`config.mk`:
```
export PLATFORM = sky130hd
export DESIGN_NAME = systolic_feeder
export DESIGN_NICKNAME = d
export VERILOG_FILES = /design/src/rtl/systolic_feeder.sv
export SDC_FILE = /design/constraint.sdc
export NUM_CORES = 1
export LEC_CHECK = 0
export CORE_ASPECT_RATIO = 0.75
export CORE_MARGIN = 2
export CORE_UTILIZATION = 30
export DETAILED_ROUTE_END_ITERATION = 8
export GPL_TIMING_DRIVEN = 0
export MAX_ROUTING_LAYER = met4
export SLEW_MARGIN = 10
export SYNTH_ARGS = -nofsm -noshare
export SYNTH_HDL_FRONTEND = slang
export SYNTH_HIERARCHICAL = 1
export SYNTH_SLANG_ARGS = --single-unit
```
`constraint.sdc`:
```
create_clock -name clk -period 3.1 [get_ports clk]
set_input_delay 0.31 -clock clk [delete_from_list [all_inputs] [get_ports clk]]
set_output_delay 0.31 -clock clk [all_outputs]
set_load 0.005 [all_outputs]
```
`src/rtl/systolic_feeder.sv`:
```
// systolic_feeder: operand scheduler for an NxN output-stationary systolic array.
// Holds one A and one B matrix, loaded element by element over a valid/ready
// port while idle. On start it presents row-skewed A rows on the array's left
// edge and column-skewed B columns on its top edge, with en high, then drains
// and pulses done for one cycle.
// Ports:
//   clk, rst_n        clock / async active-low reset
//   ld_valid/ld_ready load handshake (ready only while idle)
//   ld_sel            0 = A buffer, 1 = B buffer
//   ld_row/ld_col     element index; indices >= N are accepted and dropped
//   ld_data           element value
//   start             begin a feed sequence (honoured in idle only)
//   busy, done        run status / one-cycle completion pulse
//   a_flat, b_flat    slice i = left input of row i / top input of column i
//   en                array enable

// One edge lane: emits vec[k] when the slot index equals LANE+k, else zero.
module sf_lane #(
  parameter int N    = 3,
  parameter int DW   = 32,
  parameter int CW   = 4,
  parameter int LANE = 0
) (
  input  logic [CW-1:0]        ts,
  input  logic [N-1:0][DW-1:0] vec,
  output logic [DW-1:0]        slice
);
  always_comb begin
    slice = '0;
    for (int k = 0; k < N; k++)
      if (int'(ts) == LANE + k) slice = vec[k];
  end
endmodule

module systolic_feeder #(
  parameter int N     = 3,
  parameter int DW    = 32,
  parameter int DRAIN = 1
) (
  input  logic          clk,
  input  logic          rst_n,
  input  logic          ld_valid,
  output logic          ld_ready,
  input  logic          ld_sel,
  input  logic [1:0]    ld_row,
  input  logic [1:0]    ld_col,
  input  logic [DW-1:0] ld_data,
  input  logic          start,
  output logic          busy,
  output logic          done,
  output logic [N*DW-1:0] a_flat,
  output logic [N*DW-1:0] b_flat,
  output logic          en
);
  localparam int FEED_LEN = 3*N - 2;
  localparam int CW       = $clog2(FEED_LEN + DRAIN + 1);

  typedef enum logic [1:0] {S_IDLE, S_FEED, S_DRAIN, S_DONE} state_t;
  typedef logic [N-1:0][N-1:0][DW-1:0] mat_t;

  state_t               state;
  logic [CW-1:0]        cnt, ts;
  mat_t                 a_buf, b_buf, a_nx, b_nx, b_col;
  logic [N-1:0][DW-1:0] a_sl, b_sl;
  logic                 wr;

  // ld_ready is only high in idle, so an accepted load never races a run.
  assign wr = ld_valid & ld_ready;

  // Buffers with this cycle's write folded in, so a load accepted in the
  // same cycle as start is already visible in slot 0.
  always_comb begin
    a_nx = a_buf;
    b_nx = b_buf;
    for (int i = 0; i < N; i++)
      for (int j = 0; j < N; j++)
        if (wr && int'(ld_row) == i && int'(ld_col) == j) begin
          if (ld_sel) b_nx[i][j] = ld_data;
          else        a_nx[i][j] = ld_data;
        end
  end

  // Column view of B so both edges use the same lane shape.
  always_comb begin
    b_col = '0;
    for (int j = 0; j < N; j++)
      for (int k = 0; k < N; k++)
        b_col[j][k] = b_nx[k][j];
  end

  // Outputs are registered, so lanes compute the slot about to be presented.
  assign ts = (state == S_IDLE) ? '0 : cnt + CW'(1);

  for (genvar g = 0; g < N; g++) begin : g_lane
    sf_lane #(.N(N), .DW(DW), .CW(CW), .LANE(g)) u_a (
      .ts(ts), .vec(a_nx[g]), .slice(a_sl[g]));
    sf_lane #(.N(N), .DW(DW), .CW(CW), .LANE(g)) u_b (
      .ts(ts), .vec(b_col[g]), .slice(b_sl[g]));
  end

  always_ff @(posedge clk or negedge rst_n) begin
    if (!rst_n) begin
      state    <= S_IDLE;
      cnt      <= '0;
      a_buf    <= '0;
      b_buf    <= '0;
      a_flat   <= '0;
      b_flat   <= '0;
      en       <= 1'b0;
      done     <= 1'b0;
      busy     <= 1'b0;
      ld_ready <= 1'b0;
    end else begin
      a_buf <= a_nx;
      b_buf <= b_nx;
      case (state)
        S_IDLE: begin
          ld_ready <= 1'b1;
          if (start) begin
            state    <= S_FEED;
            cnt      <= '0;
            ld_ready <= 1'b0;
            busy     <= 1'b1;
            en       <= 1'b1;
            a_flat   <= a_sl;
            b_flat   <= b_sl;
          end
        end
        S_FEED: begin
          if (int'(cnt) == FEED_LEN - 1) begin
            cnt    <= '0;
            a_flat <= '0;
            b_flat <= '0;
            if (DRAIN > 0) begin
              state <= S_DRAIN;
            end else begin
              state <= S_DONE;
              en    <= 1'b0;
              done  <= 1'b1;
            end
          end else begin
            cnt    <= cnt + CW'(1);
            a_flat <= a_sl;
            b_flat <= b_sl;
          end
        end
        S_DRAIN: begin
          if (int'(cnt) == DRAIN - 1) begin
            state <= S_DONE;
            en    <= 1'b0;
            done  <= 1'b1;
          end else begin
            cnt <= cnt + CW'(1);
          end
        end
        S_DONE: begin
          state    <= S_IDLE;
          done     <= 1'b0;
          busy     <= 1'b0;
          ld_ready <= 1'b1;
        end
        default: state <= S_IDLE;
      endcase
    end
  end
endmodule

```
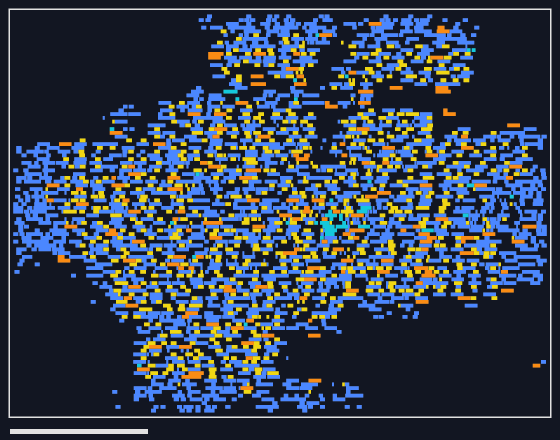
run_1/sizing.png
The bar under the picture is 100 µm long.
Orange shows x6 and larger, cells 160, most used clkbuf_16. Yellow shows x2, cells 795, most used mux2_2. Blue shows x1 and smaller, cells 1713, most used dfrtp_1. Cyan shows x3 and x4, cells 38, most used buf_4.

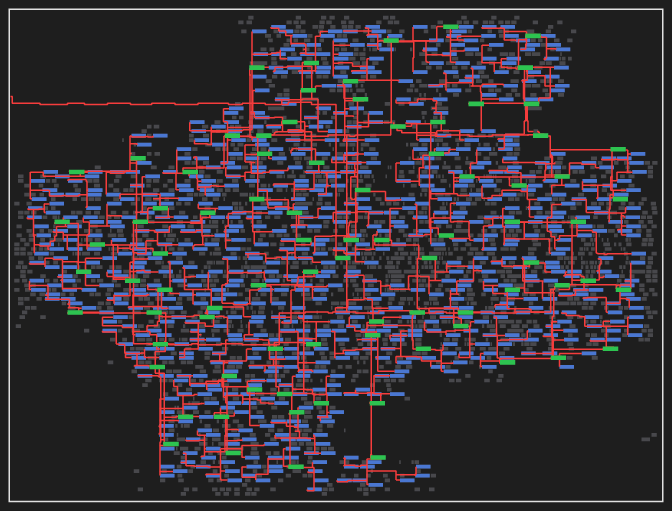
run_1/clock_wires.png
Red shows clock wires, length 10800 µm. Blue shows flip-flops, count 778. Green shows clock-net drivers, count 84.
There are 85 routed clock nets.

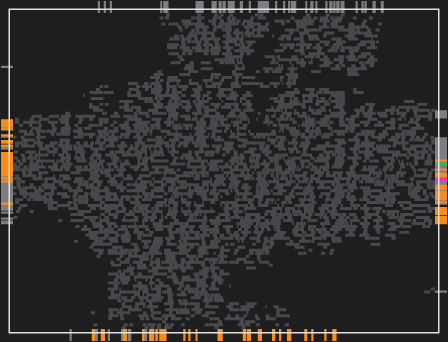
run_1/pinout.png
Pins as bars across the die edge, other pins in grey.
Orange shows `a_flat`, pins 96, direction output, edge 42 south, 29 west, 25 east. Magenta shows `ld_row`, pins 2, direction input, edge east. Green shows `start`, pins 1, direction input, edge east.
vertical extent of the die: 294 µm
Die Width: 391 µm
buffers added on ports: 236

==> flow_summary.html, run 1 <==
<!-- implementation run metrics -->
<table>
<tr><th>Metric</th><th>Value</th></tr>
<tr><th colspan="2">STA</th></tr>
<tr><td>Setup TNS after final layout</td><td>0 ns</td></tr>
<tr><td>Max-slew violation total from the final report</td><td>0</td></tr>
<tr><td>Slew of the pin with the lowest slew margin</td><td>0.893 ns</td></tr>
<tr><td>Tightest hold margin</td><td>0.227 ns</td></tr>
<tr><td>Max Clk Rate</td><td>332 MHz</td></tr>
<tr><td>Normalized max-slew margin</td><td>0.402</td></tr>
<tr><th colspan="2">Clock network</th></tr>
<tr><td>Clock transition at the registers of the reported paths</td><td>0.06 ns</td></tr>
<tr><td>Clock buffer depth</td><td>3</td></tr>
<tr><td>CTS tree</td><td>built</td></tr>
<tr><td>Root Buffer</td><td>sky130_fd_sc_hd__clkbuf_16</td></tr>
<tr><td>Setup Buffers After CTS</td><td>2</td></tr>
<tr><td>Clock sink count</td><td>778</td></tr>
<tr><td>Number of H-tree levels</td><td>3</td></tr>
<tr><th colspan="2">Critical path</th></tr>
<tr><td>Destination of the critical timing path</td><td>a_flat[43]</td></tr>
<tr><td>Reg-to-Reg End</td><td>a_flat[43]</td></tr>
<tr><td>Top delay family on crit path</td><td>buffers and inverters</td></tr>
<tr><td>Buffer and inverter count on the worst path</td><td>4</td></tr>
<tr><td>Source of the critical timing path</td><td>state[0]</td></tr>
<tr><td>FF-to-FF Start</td><td>state[0]</td></tr>
<tr><td>Critical path launch point type</td><td>flip-flop</td></tr>
<tr><td>Max stage delay cell, worst path</td><td>sky130_fd_sc_hd__clkbuf_1</td></tr>
<tr><td>CP Data Required Time</td><td>3.69 ns</td></tr>
<tr><td>Worst path arrival time</td><td>3.60 ns</td></tr>
<tr><td>Number of stages on the worst setup path</td><td>9</td></tr>
<tr><th colspan="2">Synth</th></tr>
<tr><td>Instance tally after logic synthesis</td><td>2295</td></tr>
<tr><td>Top area cells in the synthesized netlist</td><td>sky130_fd_sc_hd__dfrtp_1 (58%), sky130_fd_sc_hd__mux2_2 (19%), sky130_fd_sc_hd__a22o_1 (5.0%), sky130_fd_sc_hd__mux2i_1 (3.9%), sky130_fd_sc_hd__a2bb2oi_2 (2.6%)</td></tr>
<tr><td>Biggest area consumer among synthesized cells</td><td>sky130_fd_sc_hd__dfrtp_1</td></tr>
<tr><td>Area share of and-or/or-and cells after synthesis</td><td>0.131</td></tr>
<tr><td>Async S/R FF share, synth</td><td>1.00</td></tr>
<tr><td>Yosys stat cell total</td><td>2295</td></tr>
<tr><td>Share of cell area taken by muxes after synthesis</td><td>0.231</td></tr>
<tr><td>Yosys Chip Area</td><td>33700 µm²</td></tr>
<tr><td>Number of synthesized register bits</td><td>778</td></tr>
<tr><td>Synthesized Nets</td><td>2344</td></tr>
<tr><td>Warnings from Yosys</td><td>6</td></tr>
<tr><th colspan="2">Drt</th></tr>
<tr><td>Final routed wirelength across all metal layers</td><td>101 mm</td></tr>
<tr><td>Met2 wire length</td><td>42.4 mm</td></tr>
<tr><td>Final ANT Viol Nets</td><td>0</td></tr>
<tr><td>Highest routed layer</td><td>met4</td></tr>
<tr><td>First-pass iteration count of the detailed router</td><td>7</td></tr>
<tr><th colspan="2">Finish</th></tr>
<tr><td>Layout sequential cell count</td><td>778</td></tr>
<tr><td>Number of antenna diodes</td><td>4</td></tr>
<tr><td>Leading cell types in the layout, fill and taps excluded</td><td>sky130_fd_sc_hd__dfrtp_1 (778), sky130_fd_sc_hd__mux2_2 (571), sky130_fd_sc_hd__clkdlybuf4s50_1 (235), sky130_fd_sc_hd__a22o_1 (192), sky130_fd_sc_hd__mux2i_1 (130)</td></tr>
<tr><td>Sequential cell area</td><td>19500 µm²</td></tr>
<tr><td>Commonest non-fill, non-tap cell in the layout</td><td>sky130_fd_sc_hd__dfrtp_1</td></tr>
<tr><td>Utilization of the core after routing</td><td>0.370</td></tr>
<tr><td>CLK BUF</td><td>120</td></tr>
<tr><td>Regs by FF count</td><td>a_buf (288), b_buf (288)</td></tr>
<tr><td>Non-clock buffer instance count of the final layout</td><td>455</td></tr>
<tr><td>Number of inverters outside the clock class in the layout</td><td>6</td></tr>
<tr><td>Final std cells w/o fill</td><td>4168</td></tr>
<tr><td>Combinational gates</td><td>1313</td></tr>
<tr><td>Final Net Count</td><td>2687</td></tr>
<tr><th colspan="2">Run status</th></tr>
<tr><td>Run status</td><td>finished, final reports clean</td></tr>
<tr><th colspan="2">Pwr</th></tr>
<tr><td>Seq pwr share</td><td>0.345</td></tr>
<tr><td>Power Clock</td><td>10.5 mW</td></tr>
<tr><td>NetSw</td><td>14.7 mW</td></tr>
<tr><td>Top pwr grp</td><td>combinational cells</td></tr>
<tr><td>Power density over the cells</td><td>995 nW/µm²</td></tr>
<tr><th colspan="2">Placed design</th></tr>
<tr><td>Weighted congestion reported at the end of routability-driven placement</td><td>0.807</td></tr>
<tr><td>DP HPWL</td><td>69.7 mm</td></tr>
<tr><td>Placed instance count</td><td>3999</td></tr>
<tr><th colspan="2">Global routing</th></tr>
<tr><td>Met3 GRT Util</td><td>0.0400</td></tr>
<tr><td>GR Util met2</td><td>0.246</td></tr>
<tr><td>Global routing met1 resource utilization</td><td>0.271</td></tr>
<tr><td>Pin count of the biggest net entering global routing</td><td>108</td></tr>
<tr><td>Total routing resource utilization after global routing</td><td>0.180</td></tr>
<tr><td>Layer carrying the most global-route usage</td><td>met1</td></tr>
<tr><th colspan="2">Floorplan</th></tr>
<tr><td>Tapcell count</td><td>1458</td></tr>
<tr><td>Initial core utilization</td><td>0.303</td></tr>
<tr><td>Area of the core</td><td>111000 µm²</td></tr>
<tr><td>Number of placement rows</td><td>106</td></tr>
</table>
==> run 2: changes to the inputs <==
--- a/config.mk
+++ b/config.mk
@@ -7,10 +7,11 @@
 export LEC_CHECK = 0
 export CORE_ASPECT_RATIO = 0.75
 export CORE_MARGIN = 2
-export CORE_UTILIZATION = 30
+export CORE_UTILIZATION = 45
 export DETAILED_ROUTE_END_ITERATION = 8
 export GPL_TIMING_DRIVEN = 0
 export MAX_ROUTING_LAYER = met4
+export RECOVER_POWER = 25
 export SLEW_MARGIN = 10
 export SYNTH_ARGS = -nofsm -noshare
 export SYNTH_HDL_FRONTEND = slang
==> constraint.sdc (replaced) <==
create_clock -name clk -period 3.5 [get_ports clk]
set_input_delay 0.35 -clock clk [delete_from_list [all_inputs] [get_ports clk]]
set_output_delay 0.35 -clock clk [all_outputs]
set_load 0.005 [all_outputs]
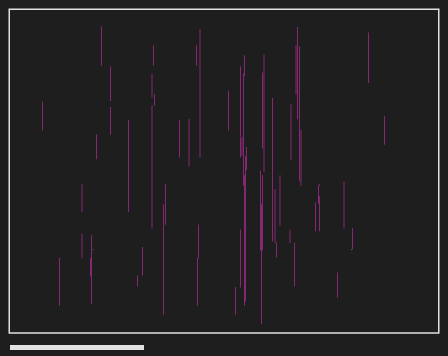
run_2/m4.png
The bar under the picture is 100 µm long.
The layer holds 2.6% of the routed length. The longest straight run is 108 µm. The layer carries 2390 µm of wire. The wires run mostly vertical.
overall via count from detail_route: 20900
final routed wirelength across all metal layers: 93.0 mm

==> flow_summary.html, run 2 <==
<!-- implementation run metrics -->
<table>
<tr><th>Metric</th><th>Value</th></tr>
<tr><th colspan="2">Synth</th></tr>
<tr><td>Share of cell area taken by muxes after synthesis</td><td>0.231 (unchanged)</td></tr>
<tr><td>Async S/R FF share, synth</td><td>1.00 (unchanged)</td></tr>
<tr><td>Yosys Chip Area</td><td>33700 µm² (unchanged)</td></tr>
<tr><td>Biggest area consumer among synthesized cells</td><td>sky130_fd_sc_hd__dfrtp_1 (unchanged)</td></tr>
<tr><th colspan="2">Run</th></tr>
<tr><td>Max-cap viol count</td><td>1 (was 0)</td></tr>
<tr><th colspan="2">Pwr</th></tr>
<tr><td>Top pwr grp</td><td>combinational cells (unchanged)</td></tr>
<tr><td>Power Clock</td><td>8.63 mW (was 10.5 mW)</td></tr>
<tr><td>Power density over the cells</td><td>867 nW/µm² (was 995 nW/µm²)</td></tr>
<tr><th colspan="2">Critical path</th></tr>
<tr><td>FF-to-FF Start</td><td>state[1] (was state[0])</td></tr>
<tr><td>Source of the critical timing path</td><td>state[1] (was state[0])</td></tr>
<tr><td>Reg-to-Reg End</td><td>b_flat[30] (was a_flat[43])</td></tr>
<tr><td>Destination of the critical timing path</td><td>b_flat[30] (was a_flat[43])</td></tr>
<tr><td>CP Data Required Time</td><td>4.07 ns (was 3.69 ns)</td></tr>
<tr><td>Top delay family on crit path</td><td>buffers and inverters (unchanged)</td></tr>
<tr><td>Max stage delay cell, worst path</td><td>sky130_fd_sc_hd__nor4b_4 (was sky130_fd_sc_hd__clkbuf_1)</td></tr>
<tr><th colspan="2">STA</th></tr>
<tr><td>Max-slew violation total from the final report</td><td>81 (was 0)</td></tr>
<tr><td>Setup TNS after final layout</td><td>0 ns (unchanged)</td></tr>
<tr><td>Tightest hold margin</td><td>0.288 ns (was 0.227 ns)</td></tr>
<tr><td>Slew of the pin with the lowest slew margin</td><td>1.95 ns (was 0.893 ns)</td></tr>
<tr><th colspan="2">Drt</th></tr>
<tr><td>Final ANT Viol Nets</td><td>0 (unchanged)</td></tr>
<tr><td>Met2 wire length</td><td>42.3 mm (was 42.4 mm)</td></tr>
<tr><th colspan="2">Clock network</th></tr>
<tr><td>Root Buffer</td><td>sky130_fd_sc_hd__clkbuf_16 (unchanged)</td></tr>
<tr><td>Clock buffer depth</td><td>3 (unchanged)</td></tr>
<tr><td>CTS tree</td><td>built (unchanged)</td></tr>
<tr><td>Clock transition at the registers of the reported paths</td><td>0.06 ns (about the same)</td></tr>
<tr><th colspan="2">Finish</th></tr>
<tr><td>Sequential cell area</td><td>19500 µm² (unchanged)</td></tr>
<tr><td>Number of antenna diodes</td><td>5 (was 4)</td></tr>
<tr><td>Utilization of the core after routing</td><td>0.545 (was 0.370)</td></tr>
<tr><td>Final Net Count</td><td>2672 (was 2687)</td></tr>
<tr><td>Final std cells w/o fill</td><td>3656 (was 4168)</td></tr>
<tr><td>Commonest non-fill, non-tap cell in the layout</td><td>sky130_fd_sc_hd__dfrtp_1 (unchanged)</td></tr>
<tr><td>Non-clock buffer instance count of the final layout</td><td>446 (was 455)</td></tr>
<tr><td>CLK BUF</td><td>114 (was 120)</td></tr>
<tr><td>Layout sequential cell count</td><td>778 (unchanged)</td></tr>
<tr><td>Regs by FF count</td><td>a_buf (288), b_buf (288) (unchanged)</td></tr>
<tr><th colspan="2">Global routing</th></tr>
<tr><td>Total routing resource utilization after global routing</td><td>0.250 (was 0.180)</td></tr>
<tr><td>Met3 GRT Util</td><td>0.0436 (was 0.0400)</td></tr>
<tr><td>Pin count of the biggest net entering global routing</td><td>118 (was 108)</td></tr>
<tr><td>GR Util met2</td><td>0.374 (was 0.246)</td></tr>
<tr><td>Global routing met1 resource utilization</td><td>0.351 (was 0.271)</td></tr>
<tr><th colspan="2">Floorplan</th></tr>
<tr><td>Area of the core</td><td>73800 µm² (was 111000 µm²)</td></tr>
<tr><td>Vertical extent of the die</td><td>241 µm (was 294 µm)</td></tr>
<tr><td>Number of placement rows</td><td>86 (was 106)</td></tr>
<tr><th colspan="2">Run status</th></tr>
<tr><td>Violations in the final reports</td><td>capacitance limit, slew limit</td></tr>
<tr><td>Run status</td><td>complete, but fails checks (was finished, final reports clean)</td></tr>
</table>
==> run 3: changes to the inputs <==
==> constraint.sdc (replaced) <==
create_clock -name clk -period 4.15 [get_ports clk]
set_input_delay 0.415 -clock clk [delete_from_list [all_inputs] [get_ports clk]]
set_output_delay 0.415 -clock clk [all_outputs]
set_load 0.005 [all_outputs]
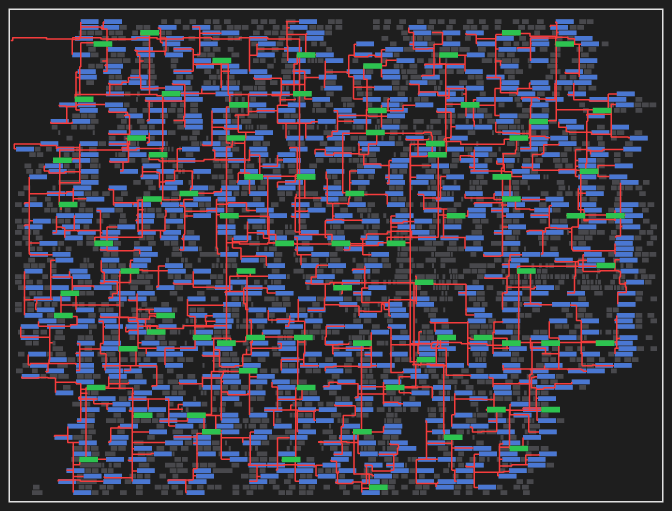
run_3/clock_wires.png
Red shows clock wires, length 9670 µm. Green shows clock-net drivers, count 78. Blue shows flip-flops, count 778.
Position of the flops: widely spread.
clock skew after layout: 0.0176 ns
Power Clock: 7.27 mW
clock insertion delay at the later pin of the skew report: 0.63 ns
clock share of power: 0.247

==> flow_summary.html, run 3 <==
<!-- implementation run metrics -->
<table>
<tr><th>Metric</th><th>Value</th></tr>
<tr><th colspan="2">Run status</th></tr>
<tr><td>Run status</td><td>complete, but fails checks (unchanged)</td></tr>
<tr><td>Violations in the final reports</td><td>capacitance limit, slew limit (unchanged)</td></tr>
<tr><th colspan="2">Critical path</th></tr>
<tr><td>Reg-to-Reg End</td><td>b_flat[30] (unchanged)</td></tr>
<tr><td>Max stage delay cell, worst path</td><td>sky130_fd_sc_hd__nor2_1 (was sky130_fd_sc_hd__nor4b_4)</td></tr>
<tr><td>Buffer and inverter count on the worst path</td><td>3 (was 4)</td></tr>
<tr><td>Number of stages on the worst setup path</td><td>8 (was 9)</td></tr>
<tr><td>Worst path arrival time</td><td>4.31 ns (was 3.86 ns)</td></tr>
<tr><td>Destination of the critical timing path</td><td>b_flat[30] (unchanged)</td></tr>
<tr><td>FF-to-FF Start</td><td>state[0] (was state[1])</td></tr>
<tr><td>Top delay family on crit path</td><td>simple AND/OR/NAND/NOR gates (was buffers and inverters)</td></tr>
<tr><td>Critical path launch point type</td><td>flip-flop (unchanged)</td></tr>
<tr><td>Source of the critical timing path</td><td>state[0] (was state[1])</td></tr>
<tr><td>CP Data Required Time</td><td>4.72 ns (was 4.07 ns)</td></tr>
<tr><th colspan="2">Clock network</th></tr>
<tr><td>Clock sink count</td><td>778 (unchanged)</td></tr>
<tr><td>Number of H-tree levels</td><td>3 (unchanged)</td></tr>
<tr><td>Root Buffer</td><td>sky130_fd_sc_hd__clkbuf_16 (unchanged)</td></tr>
<tr><td>Clock transition at the registers of the reported paths</td><td>0.06 ns (about the same)</td></tr>
<tr><td>Clock buffer depth</td><td>3 (unchanged)</td></tr>
<tr><td>CTS tree</td><td>built (unchanged)</td></tr>
<tr><td>Setup Buffers After CTS</td><td>0 (unchanged)</td></tr>
<tr><th colspan="2">Finish</th></tr>
<tr><td>Sequential cell area</td><td>19500 µm² (unchanged)</td></tr>
<tr><td>Layout sequential cell count</td><td>778 (unchanged)</td></tr>
<tr><td>Regs by FF count</td><td>a_buf (288), b_buf (288) (unchanged)</td></tr>
<tr><td>Non-clock buffer instance count of the final layout</td><td>446 (unchanged)</td></tr>
<tr><td>Combinational gates</td><td>1313 (unchanged)</td></tr>
<tr><td>Utilization of the core after routing</td><td>0.544 (was 0.545)</td></tr>
<tr><td>Commonest non-fill, non-tap cell in the layout</td><td>sky130_fd_sc_hd__dfrtp_1 (unchanged)</td></tr>
<tr><td>Number of antenna diodes</td><td>5 (unchanged)</td></tr>
<tr><td>Leading cell types in the layout, fill and taps excluded</td><td>sky130_fd_sc_hd__dfrtp_1 (778), sky130_fd_sc_hd__mux2_2 (564), sky130_fd_sc_hd__a22o_1 (192), sky130_fd_sc_hd__dlygate4sd3_1 (151), sky130_fd_sc_hd__mux2i_1 (130) (was sky130_fd_sc_hd__dfrtp_1 (778), sky130_fd_sc_hd__mux2_2 (566), sky130_fd_sc_hd__a22o_1 (192), sky130_fd_sc_hd__dlygate4sd3_1 (158), sky130_fd_sc_hd__mux2i_1 (130))</td></tr>
<tr><td>Final Net Count</td><td>2672 (unchanged)</td></tr>
<tr><td>Number of inverters outside the clock class in the layout</td><td>6 (unchanged)</td></tr>
<tr><td>CLK BUF</td><td>114 (unchanged)</td></tr>
<tr><th colspan="2">Synth</th></tr>
<tr><td>Instance tally after logic synthesis</td><td>2295 (unchanged)</td></tr>
<tr><td>Async S/R FF share, synth</td><td>1.00 (unchanged)</td></tr>
<tr><td>Number of synthesized register bits</td><td>778 (unchanged)</td></tr>
<tr><td>Yosys Chip Area</td><td>33700 µm² (unchanged)</td></tr>
<tr><td>Synthesized Nets</td><td>2344 (unchanged)</td></tr>
<tr><td>Top area cells in the synthesized netlist</td><td>sky130_fd_sc_hd__dfrtp_1 (58%), sky130_fd_sc_hd__mux2_2 (19%), sky130_fd_sc_hd__a22o_1 (5.0%), sky130_fd_sc_hd__mux2i_1 (3.9%), sky130_fd_sc_hd__a2bb2oi_2 (2.6%) (unchanged)</td></tr>
<tr><td>Warnings from Yosys</td><td>6 (unchanged)</td></tr>
<tr><td>Yosys stat cell total</td><td>2295 (unchanged)</td></tr>
<tr><td>Area share of and-or/or-and cells after synthesis</td><td>0.131 (unchanged)</td></tr>
<tr><td>Share of cell area taken by muxes after synthesis</td><td>0.231 (unchanged)</td></tr>
<tr><td>Biggest area consumer among synthesized cells</td><td>sky130_fd_sc_hd__dfrtp_1 (unchanged)</td></tr>
<tr><th colspan="2">Drt</th></tr>
<tr><td>Overall via count from detail_route</td><td>20800 (was 20900)</td></tr>
<tr><td>Final routed wirelength across all metal layers</td><td>92.9 mm (was 93.0 mm)</td></tr>
<tr><td>Met2 wire length</td><td>42.2 mm (was 42.3 mm)</td></tr>
<tr><td>First-pass iteration count of the detailed router</td><td>5 (unchanged)</td></tr>
<tr><td>Highest routed layer</td><td>met4 (unchanged)</td></tr>
<tr><td>Final ANT Viol Nets</td><td>0 (unchanged)</td></tr>
<tr><th colspan="2">Placed design</th></tr>
<tr><td>Placed instance count</td><td>3510 (unchanged)</td></tr>
<tr><td>Buffers added on ports</td><td>236 (unchanged)</td></tr>
<tr><td>Weighted congestion reported at the end of routability-driven placement</td><td>0.860 (unchanged)</td></tr>
<tr><th colspan="2">Global routing</th></tr>
<tr><td>Global routing met1 resource utilization</td><td>0.351 (unchanged)</td></tr>
<tr><td>Total routing resource utilization after global routing</td><td>0.250 (unchanged)</td></tr>
<tr><td>Layer carrying the most global-route usage</td><td>met2 (unchanged)</td></tr>
<tr><td>GR Util met2</td><td>0.374 (unchanged)</td></tr>
<tr><td>Pin count of the biggest net entering global routing</td><td>118 (unchanged)</td></tr>
<tr><td>Wire length of the first global-routing pass</td><td>140 mm (unchanged)</td></tr>
<tr><th colspan="2">STA</th></tr>
<tr><td>Normalized max-slew margin</td><td>-0.294 (was -0.301)</td></tr>
<tr><td>Min setup slack post-route</td><td>0.408 ns (was 0.207 ns)</td></tr>
<tr><td>Max-slew violation total from the final report</td><td>81 (unchanged)</td></tr>
<tr><td>Setup TNS after final layout</td><td>0 ns (unchanged)</td></tr>
<tr><td>Tightest hold margin</td><td>0.352 ns (was 0.288 ns)</td></tr>
<tr><td>Final worst path period need</td><td>3.74 ns (was 3.29 ns)</td></tr>
<tr><th colspan="2">Pwr</th></tr>
<tr><td>Power density over the cells</td><td>731 nW/µm² (was 867 nW/µm²)</td></tr>
<tr><td>Top pwr grp</td><td>combinational cells (unchanged)</td></tr>
<tr><th colspan="2">Run</th></tr>
<tr><td>Max-cap viol count</td><td>1 (unchanged)</td></tr>
<tr><th colspan="2">Floorplan</th></tr>
<tr><td>Vertical extent of the die</td><td>241 µm (unchanged)</td></tr>
<tr><td>Tapcell count</td><td>968 (unchanged)</td></tr>
<tr><td>Area of the core</td><td>73800 µm² (unchanged)</td></tr>
<tr><td>Number of placement rows</td><td>86 (unchanged)</td></tr>
<tr><td>Initial core utilization</td><td>0.457 (unchanged)</td></tr>
<tr><td>Die Width</td><td>320 µm (unchanged)</td></tr>
</table>

==> gallery <==
Clock nets.
picture 1
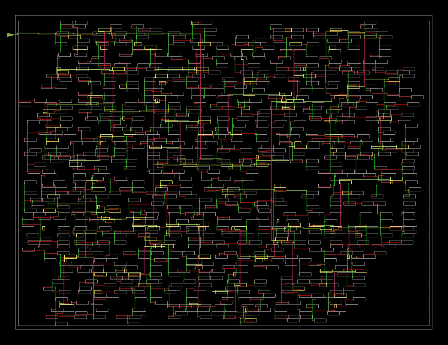
picture 2
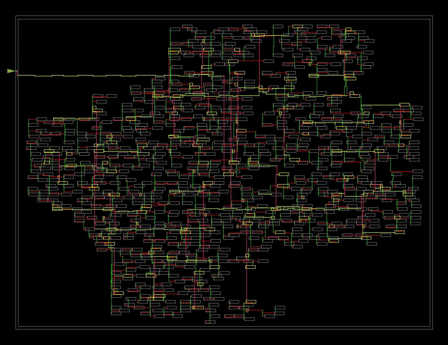
For run 3, see picture 1.
For run 1, see picture 2.

No activity file was given, so power comes from the tool's default toggle rates.
